--- src/rtl/vec_exp_collector.sv ---
// rtl/vec_exp_collector.sv - keeps the lowest-index exception of one vector instruction and reports trap or completion
// Optional fault-only-first vl trimming is enabled by defining FAULT_ONLY_FIRST_EN.
module vec_exp_collector #(
  parameter int NrCh     = 4,
  parameter int ElemIdxW = 16,
  parameter int XLEN     = 64
) (
  input  logic                       clk_i,
  input  logic                       rst_i,
  input  logic                       start_valid_i,
  input  logic                       start_fof_i,
  output logic                       start_ready_o,
  input  logic [NrCh-1:0]            ch_exp_valid_i,
  input  logic [NrCh*4-1:0]          ch_exp_type_i,
  input  logic [NrCh*XLEN-1:0]       ch_exp_tval_i,
  input  logic [NrCh*ElemIdxW-1:0]   ch_exp_idx_i,
  input  logic [NrCh-1:0]            ch_done_i,
  input  logic                       flush_i,
  output logic                       rpt_valid_o,
  input  logic                       rpt_ready_i,
  output logic                       rpt_exp_o,
  output logic [3:0]                 rpt_type_o,
  output logic [XLEN-1:0]            rpt_tval_o,
  output logic [ElemIdxW-1:0]        rpt_vstart_o,
  output logic                       rpt_trim_o
);

  typedef enum logic [1:0] {S_IDLE, S_COLLECT, S_REPORT} state_e;

  state_e                state_q, state_d;
  logic                  rec_vld_q, rec_vld_d;
  logic [3:0]            rec_type_q, rec_type_d;
  logic [XLEN-1:0]       rec_tval_q, rec_tval_d;
  logic [ElemIdxW-1:0]   rec_idx_q, rec_idx_d;
  logic [NrCh-1:0]       done_q, done_d;
  logic                  rpt_valid_q, rpt_valid_d;
  logic                  rpt_exp_q, rpt_exp_d;
  logic [3:0]            rpt_type_q, rpt_type_d;
  logic [XLEN-1:0]       rpt_tval_q, rpt_tval_d;
  logic [ElemIdxW-1:0]   rpt_vstart_q, rpt_vstart_d;
  logic                  rpt_trim_q, rpt_trim_d;

  logic                  new_vld;
  logic [3:0]            new_type;
  logic [XLEN-1:0]       new_tval;
  logic [ElemIdxW-1:0]   new_idx;
  logic                  take_new;
  logic                  cur_vld;
  logic [3:0]            cur_type;
  logic [XLEN-1:0]       cur_tval;
  logic [ElemIdxW-1:0]   cur_idx;
  logic                  trim_hit;

  // Strict less-than in ascending channel order makes the lowest channel win same-cycle ties.
  always_comb begin
    new_vld  = 1'b0;
    new_type = '0;
    new_tval = '0;
    new_idx  = '0;
    for (int i = 0; i < NrCh; i++) begin
      if (ch_exp_valid_i[i] && !done_q[i] &&
          (!new_vld || (ch_exp_idx_i[i*ElemIdxW +: ElemIdxW] < new_idx))) begin
        new_vld  = 1'b1;
        new_type = ch_exp_type_i[i*4 +: 4];
        new_tval = ch_exp_tval_i[i*XLEN +: XLEN];
        new_idx  = ch_exp_idx_i[i*ElemIdxW +: ElemIdxW];
      end
    end
  end

  // Held record wins an index tie against a newer report.
  always_comb begin
    take_new = new_vld && (state_q == S_COLLECT) && (!rec_vld_q || (new_idx < rec_idx_q));
    cur_vld  = rec_vld_q || take_new;
    cur_type = take_new ? new_type : rec_type_q;
    cur_tval = take_new ? new_tval : rec_tval_q;
    cur_idx  = take_new ? new_idx  : rec_idx_q;
  end

`ifdef FAULT_ONLY_FIRST_EN
  logic fof_q, fof_d;

  always_comb begin
    fof_d = fof_q;
    if (state_q == S_IDLE && start_valid_i) fof_d = start_fof_i;
    if (flush_i) fof_d = 1'b0;
  end

  always_ff @(posedge clk_i) begin
    if (rst_i) fof_q <= 1'b0;
    else       fof_q <= fof_d;
  end

  assign trim_hit = fof_q && cur_vld && (cur_idx != '0);
`else
  logic unused_fof;
  assign unused_fof = start_fof_i;
  assign trim_hit   = 1'b0;
`endif

  always_comb begin
    state_d      = state_q;
    rec_vld_d    = rec_vld_q;
    rec_type_d   = rec_type_q;
    rec_tval_d   = rec_tval_q;
    rec_idx_d    = rec_idx_q;
    done_d       = done_q;
    rpt_valid_d  = rpt_valid_q;
    rpt_exp_d    = rpt_exp_q;
    rpt_type_d   = rpt_type_q;
    rpt_tval_d   = rpt_tval_q;
    rpt_vstart_d = rpt_vstart_q;
    rpt_trim_d   = rpt_trim_q;

    case (state_q)
      S_IDLE: begin
        if (start_valid_i) begin
          state_d   = S_COLLECT;
          rec_vld_d = 1'b0;
          done_d    = '0;
        end
      end
      S_COLLECT: begin
        rec_vld_d  = cur_vld;
        rec_type_d = cur_type;
        rec_tval_d = cur_tval;
        rec_idx_d  = cur_idx;
        done_d     = done_q | ch_done_i;
        if (&done_d) begin
          state_d      = S_REPORT;
          rpt_valid_d  = 1'b1;
          rpt_exp_d    = cur_vld && !trim_hit;
          rpt_trim_d   = trim_hit;
          rpt_type_d   = cur_vld ? cur_type : '0;
          rpt_tval_d   = cur_vld ? cur_tval : '0;
          rpt_vstart_d = cur_vld ? cur_idx  : '0;
        end
      end
      S_REPORT: begin
        if (rpt_ready_i) begin
          state_d      = S_IDLE;
          rpt_valid_d  = 1'b0;
          rpt_exp_d    = 1'b0;
          rpt_type_d   = '0;
          rpt_tval_d   = '0;
          rpt_vstart_d = '0;
          rpt_trim_d   = 1'b0;
          rec_vld_d    = 1'b0;
          done_d       = '0;
        end
      end
      default: state_d = S_IDLE;
    endcase

    if (flush_i) begin
      state_d      = S_IDLE;
      rec_vld_d    = 1'b0;
      rec_type_d   = '0;
      rec_tval_d   = '0;
      rec_idx_d    = '0;
      done_d       = '0;
      rpt_valid_d  = 1'b0;
      rpt_exp_d    = 1'b0;
      rpt_type_d   = '0;
      rpt_tval_d   = '0;
      rpt_vstart_d = '0;
      rpt_trim_d   = 1'b0;
    end
  end

  always_ff @(posedge clk_i) begin
    if (rst_i) begin
      state_q      <= S_IDLE;
      rec_vld_q    <= 1'b0;
      rec_type_q   <= '0;
      rec_tval_q   <= '0;
      rec_idx_q    <= '0;
      done_q       <= '0;
      rpt_valid_q  <= 1'b0;
      rpt_exp_q    <= 1'b0;
      rpt_type_q   <= '0;
      rpt_tval_q   <= '0;
      rpt_vstart_q <= '0;
      rpt_trim_q   <= 1'b0;
    end else begin
      state_q      <= state_d;
      rec_vld_q    <= rec_vld_d;
      rec_type_q   <= rec_type_d;
      rec_tval_q   <= rec_tval_d;
      rec_idx_q    <= rec_idx_d;
      done_q       <= done_d;
      rpt_valid_q  <= rpt_valid_d;
      rpt_exp_q    <= rpt_exp_d;
      rpt_type_q   <= rpt_type_d;
      rpt_tval_q   <= rpt_tval_d;
      rpt_vstart_q <= rpt_vstart_d;
      rpt_trim_q   <= rpt_trim_d;
    end
  end

  assign start_ready_o = (state_q == S_IDLE);
  assign rpt_valid_o   = rpt_valid_q;
  assign rpt_exp_o     = rpt_exp_q;
  assign rpt_type_o    = rpt_type_q;
  assign rpt_tval_o    = rpt_tval_q;
  assign rpt_vstart_o  = rpt_vstart_q;
  assign rpt_trim_o    = rpt_trim_q;

endmodule

--- config.mk ---
export PLATFORM = sky130hd
export DESIGN_NAME = vec_exp_collector
export DESIGN_NICKNAME = d
export VERILOG_FILES = /design/src/rtl/vec_exp_collector.sv
export SDC_FILE = /design/constraint.sdc
export NUM_CORES = 1
export LEC_CHECK = 0
export ABC_CLOCK_PERIOD_IN_PS = 12600
export CORE_AREA = 2 2 171 173
export DETAILED_ROUTE_END_ITERATION = 8
export DIE_AREA = 0 0 173 175
export PLACE_DENSITY = 0.83
export SYNTH_ARGS = -nofsm -noshare
export SYNTH_HDL_FRONTEND = slang
export SYNTH_SLANG_ARGS = --single-unit
--- constraint.sdc ---
create_clock -name clk_i -period 12.6 [get_ports clk_i]
set_input_delay 1.26 -clock clk_i [delete_from_list [all_inputs] [get_ports clk_i]]
set_output_delay 1.26 -clock clk_i [all_outputs]
set_load 0.02 [all_outputs]
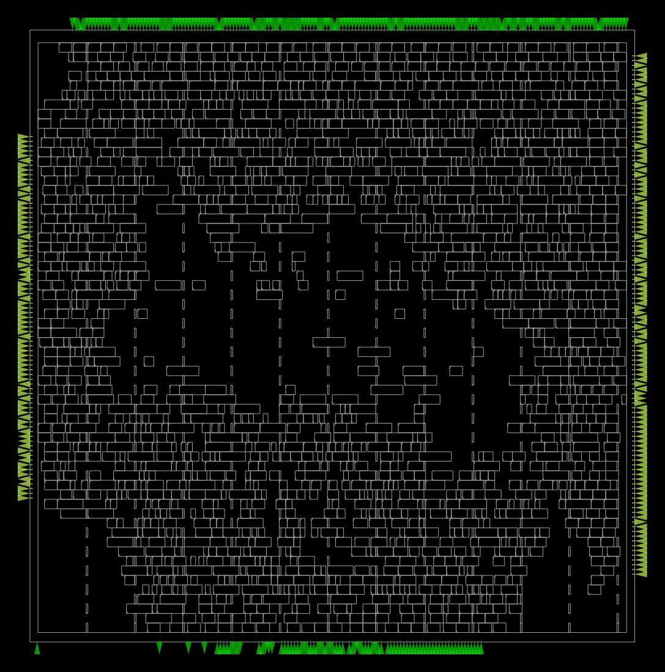
Run 1: placed standard cells
Flops: 177
Layout fillers: 2550

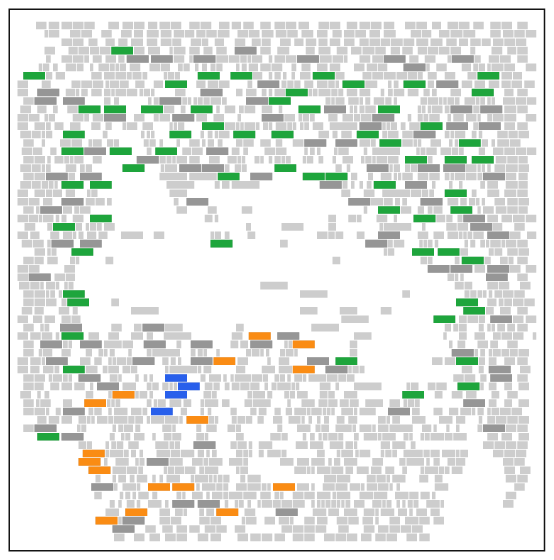
Run 1: sequential cells coloured by netlist name
Other sequential cells in the stronger grey, the rest of the logic in the fainter grey.
Blue shows done_q, placed flops 4. Orange shows rec_idx_q, placed flops 16. Green shows rec_tval_q, placed flops 64.
fraction of area in registers: 22.0%
post-layout util: 56.7%
Flop area: 3540 sq um

==> changes_impl.md, run 1 <==
## Flow update

* Synth Instances at 1336
* Final hold vios at 0
* Place WS at between 900 and 1000 ps
* Initial Utilization at 38.4%
* WL met3 at 3750 um
* Final WS setup at ~1300 ps
* Max incr delay on CP at around 1000 ps
* Leading cell kind: logic gates
* Die width at 173 um
* Pwr Density at 104 nW/um^2
* CTS sink cnt at 177
* Largest net degree at the start of global routing at 93
* R2r startpoint: done_q[0]$_SDFFE_PP0P_
* Number of synthesized register bits at 177
* Worst setup EP type: flop
* Warnings, synthesis at 0
* Synthesized area at between 10000 and 15000 sq um
* Seq/Total Area, Yosys at 32.5%
* Most crowded layer after global routing: met2
* # placed instances at 2060
* GRT Util Overall at between 20 and 30%
* Clk network pwr share at 32.6%
* Logic area at around 6600 sq um
* Slew Limit Headroom at 18.5%
* Maxcap violations at 0
* Minimum hold slack at ~460 ps
* Instance area at placement at 15500 sq um
* Worst min-delay path endpoint: rpt_vstart_o[6]$_SDFFE_PP0P_
* Worst Clk Skew at 12.9 ps
* Via count at around 12k
* Worst path slowest cell: nor3_2
* Count of final max-slew check failures at 0
* Num CTS Buffers at 17
* WL per Instance at 21.1 um
* Status: finished clean
* Clock Power at 0.547 mW
* DRC at 0
* Arr. time, crit path at 11690 ps
* Crit path required time at about 13000 ps
* Hold_buf cts at 0
* Clk latency late pin at 430 ps
* R2r setup slk at 2220 ps
* Routing usage on met3 at 6.14%
* Crit path buffers/inverters at 4
* Post-synth ARST share at 0%
* Tool warnings at 27
* Complex Gates by Area at 34.7%
* Chip area at 30300 sq um
* P_sw at 0.585 mW
* Met1 Usage GRT at 34.9%
* Resized cells post-CTS at 0
* Crit path depth at 38
* Top cell excl fill/tap: clkdlybuf4s50_1
* Yosys simple share at 13.6%
* CTS tree: yes
* Post-DR vias/cell at 5.91
* Number of enable flip-flop cells at 0
* Final GP Congestion at ~0.95
* RSZ-0062 raised after global routing: false
* Met1 WL at approximately 18000 um
* CP startpoint: ch_exp_valid_i[0]
* Worst-path clk slew at ~80 ps
* Top FF cell, synth: dfxtp_1
* CTS root buf: clkbuf_16
* Setup TNS Final at 0 ps
* Sw Share at 34.8%
* Largest cells by area after synthesis: dfxtp_1 32%, ha_1 6.9%, nand2_1 5.6%
* Yosys top cell by instances: dfxtp_1
* CLK BUF at 17
* Worst Max-Slew Pin Slew at 1220 ps
* Met2 routed WL at 20800 um
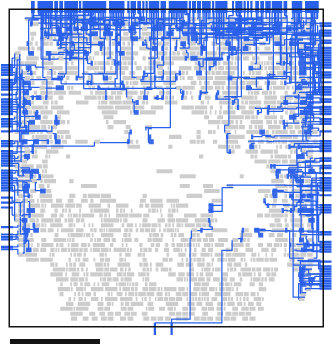
Run 1: I/O nets highlighted
The bar under the picture is 50 um long.
Blue shows ch_exp_tval_i, direction input, edge 130 top, 73 right, 51 left, 2 bottom, end cells 267, buffers 256, wire 8040 um.
IO buf count: 435
# IOs: 438

==> run 1 -> run 2 <==
--- a/config.mk
+++ b/config.mk
@@ -6,6 +6,7 @@
 export NUM_CORES = 1
 export LEC_CHECK = 0
 export ABC_CLOCK_PERIOD_IN_PS = 12600
+export CAP_MARGIN = 5
 export CORE_AREA = 2 2 171 173
 export DETAILED_ROUTE_END_ITERATION = 8
 export DIE_AREA = 0 0 173 175
@@ -13,3 +14,4 @@
 export SYNTH_ARGS = -nofsm -noshare
 export SYNTH_HDL_FRONTEND = slang
 export SYNTH_SLANG_ARGS = --single-unit
+export TNS_END_PERCENT = 5
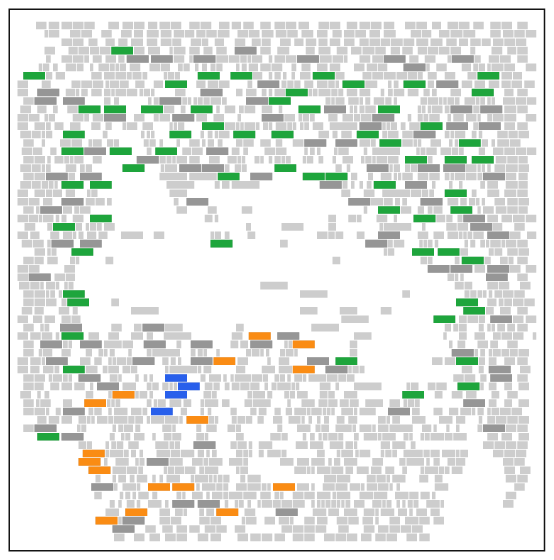
Run 2: sequential cells coloured by netlist name
Other sequential cells in the stronger grey, the rest of the logic in the fainter grey.
Green shows rec_tval_q, placed flops 64. Orange shows rec_idx_q, placed flops 16. Blue shows done_q, placed flops 4.
seq pwr: 0.587 mW

==> changes_impl.md, run 2 <==
## Flow update

* Largest net degree at the start of global routing at 93
* Slew Limit Headroom at around 18%
* WL per Instance at approximately 21 um
* Worst Clk Skew at approximately 13 ps
* Yosys top cell by instances: dfxtp_1
* DRC at 0
* CTS tree: yes
* Worst setup EP type: flop
* Fraction of area in registers at 22.0%
* Status: finished clean
* Number of synthesized register bits at around 180
* Instance area at placement at 15500 sq um
* Via count at 12.4k
* Crit path required time at 12950 ps
* Leading cell kind: logic gates
* Count of final max-slew check failures at 0
* Yosys simple share at 13.6%
* P_sw at 0.585 mW
* Post-DR vias/cell at 5.91
* Die width at 173 um
* Num CTS Buffers at 17
* Resized cells post-CTS at 0
* Maxcap violations at 0
* Synth Instances at around 1.3k
* Post-layout util at between 50% and 60%
* Initial Utilization at 38.4%
* Met2 routed WL at 20800 um
* Worst path slowest cell: nor3_2
* CTS sink cnt at about 180
* Final hold vios at 0
* Top cell excl fill/tap: clkdlybuf4s50_1
* Flop area at 3540 sq um
* Crit path depth at 38
* Routing usage on met3 at 6.14%
* Tool warnings at 27
* Met1 WL at ~18000 um
* # IOs at 438
* Hold_buf cts at 0
* Top FF cell, synth: dfxtp_1
* Clock Power at 0.547 mW
* Setup TNS Final at 0 ps
* IO buf count at about 440
* Max incr delay on CP at 1000 ps
* Minimum hold slack at 464 ps
* R2r setup slk at 2220 ps
* Post-synth ARST share at 0%
* RSZ-0062 raised after global routing: false
* Worst min-delay path endpoint: rpt_vstart_o[6]$_SDFFE_PP0P_
* Warnings, synthesis at 0
* CLK BUF at 17
* Layout fillers at 2550
* GRT Util Overall at 27.7%
* Core footprint at about 28000 sq um
* Sw Share at 34.8%
* Logic area at 6620 sq um
* Arr. time, crit path at 11690 ps
* Final GP Congestion at 0.945
* CP Launch Type: primary input
* Chip area at a little over 30000 sq um
* Clk latency late pin at 430 ps
* Pwr Density at ~100 nW/um^2
* # placed instances at 2060
* Complex Gates by Area at 34.7%
* Final WS setup at 1260 ps
* Synthesized area at around 11000 sq um
* Worst Max-Slew Pin Slew at about 1200 ps
Power and IR drop assume default switching activity.
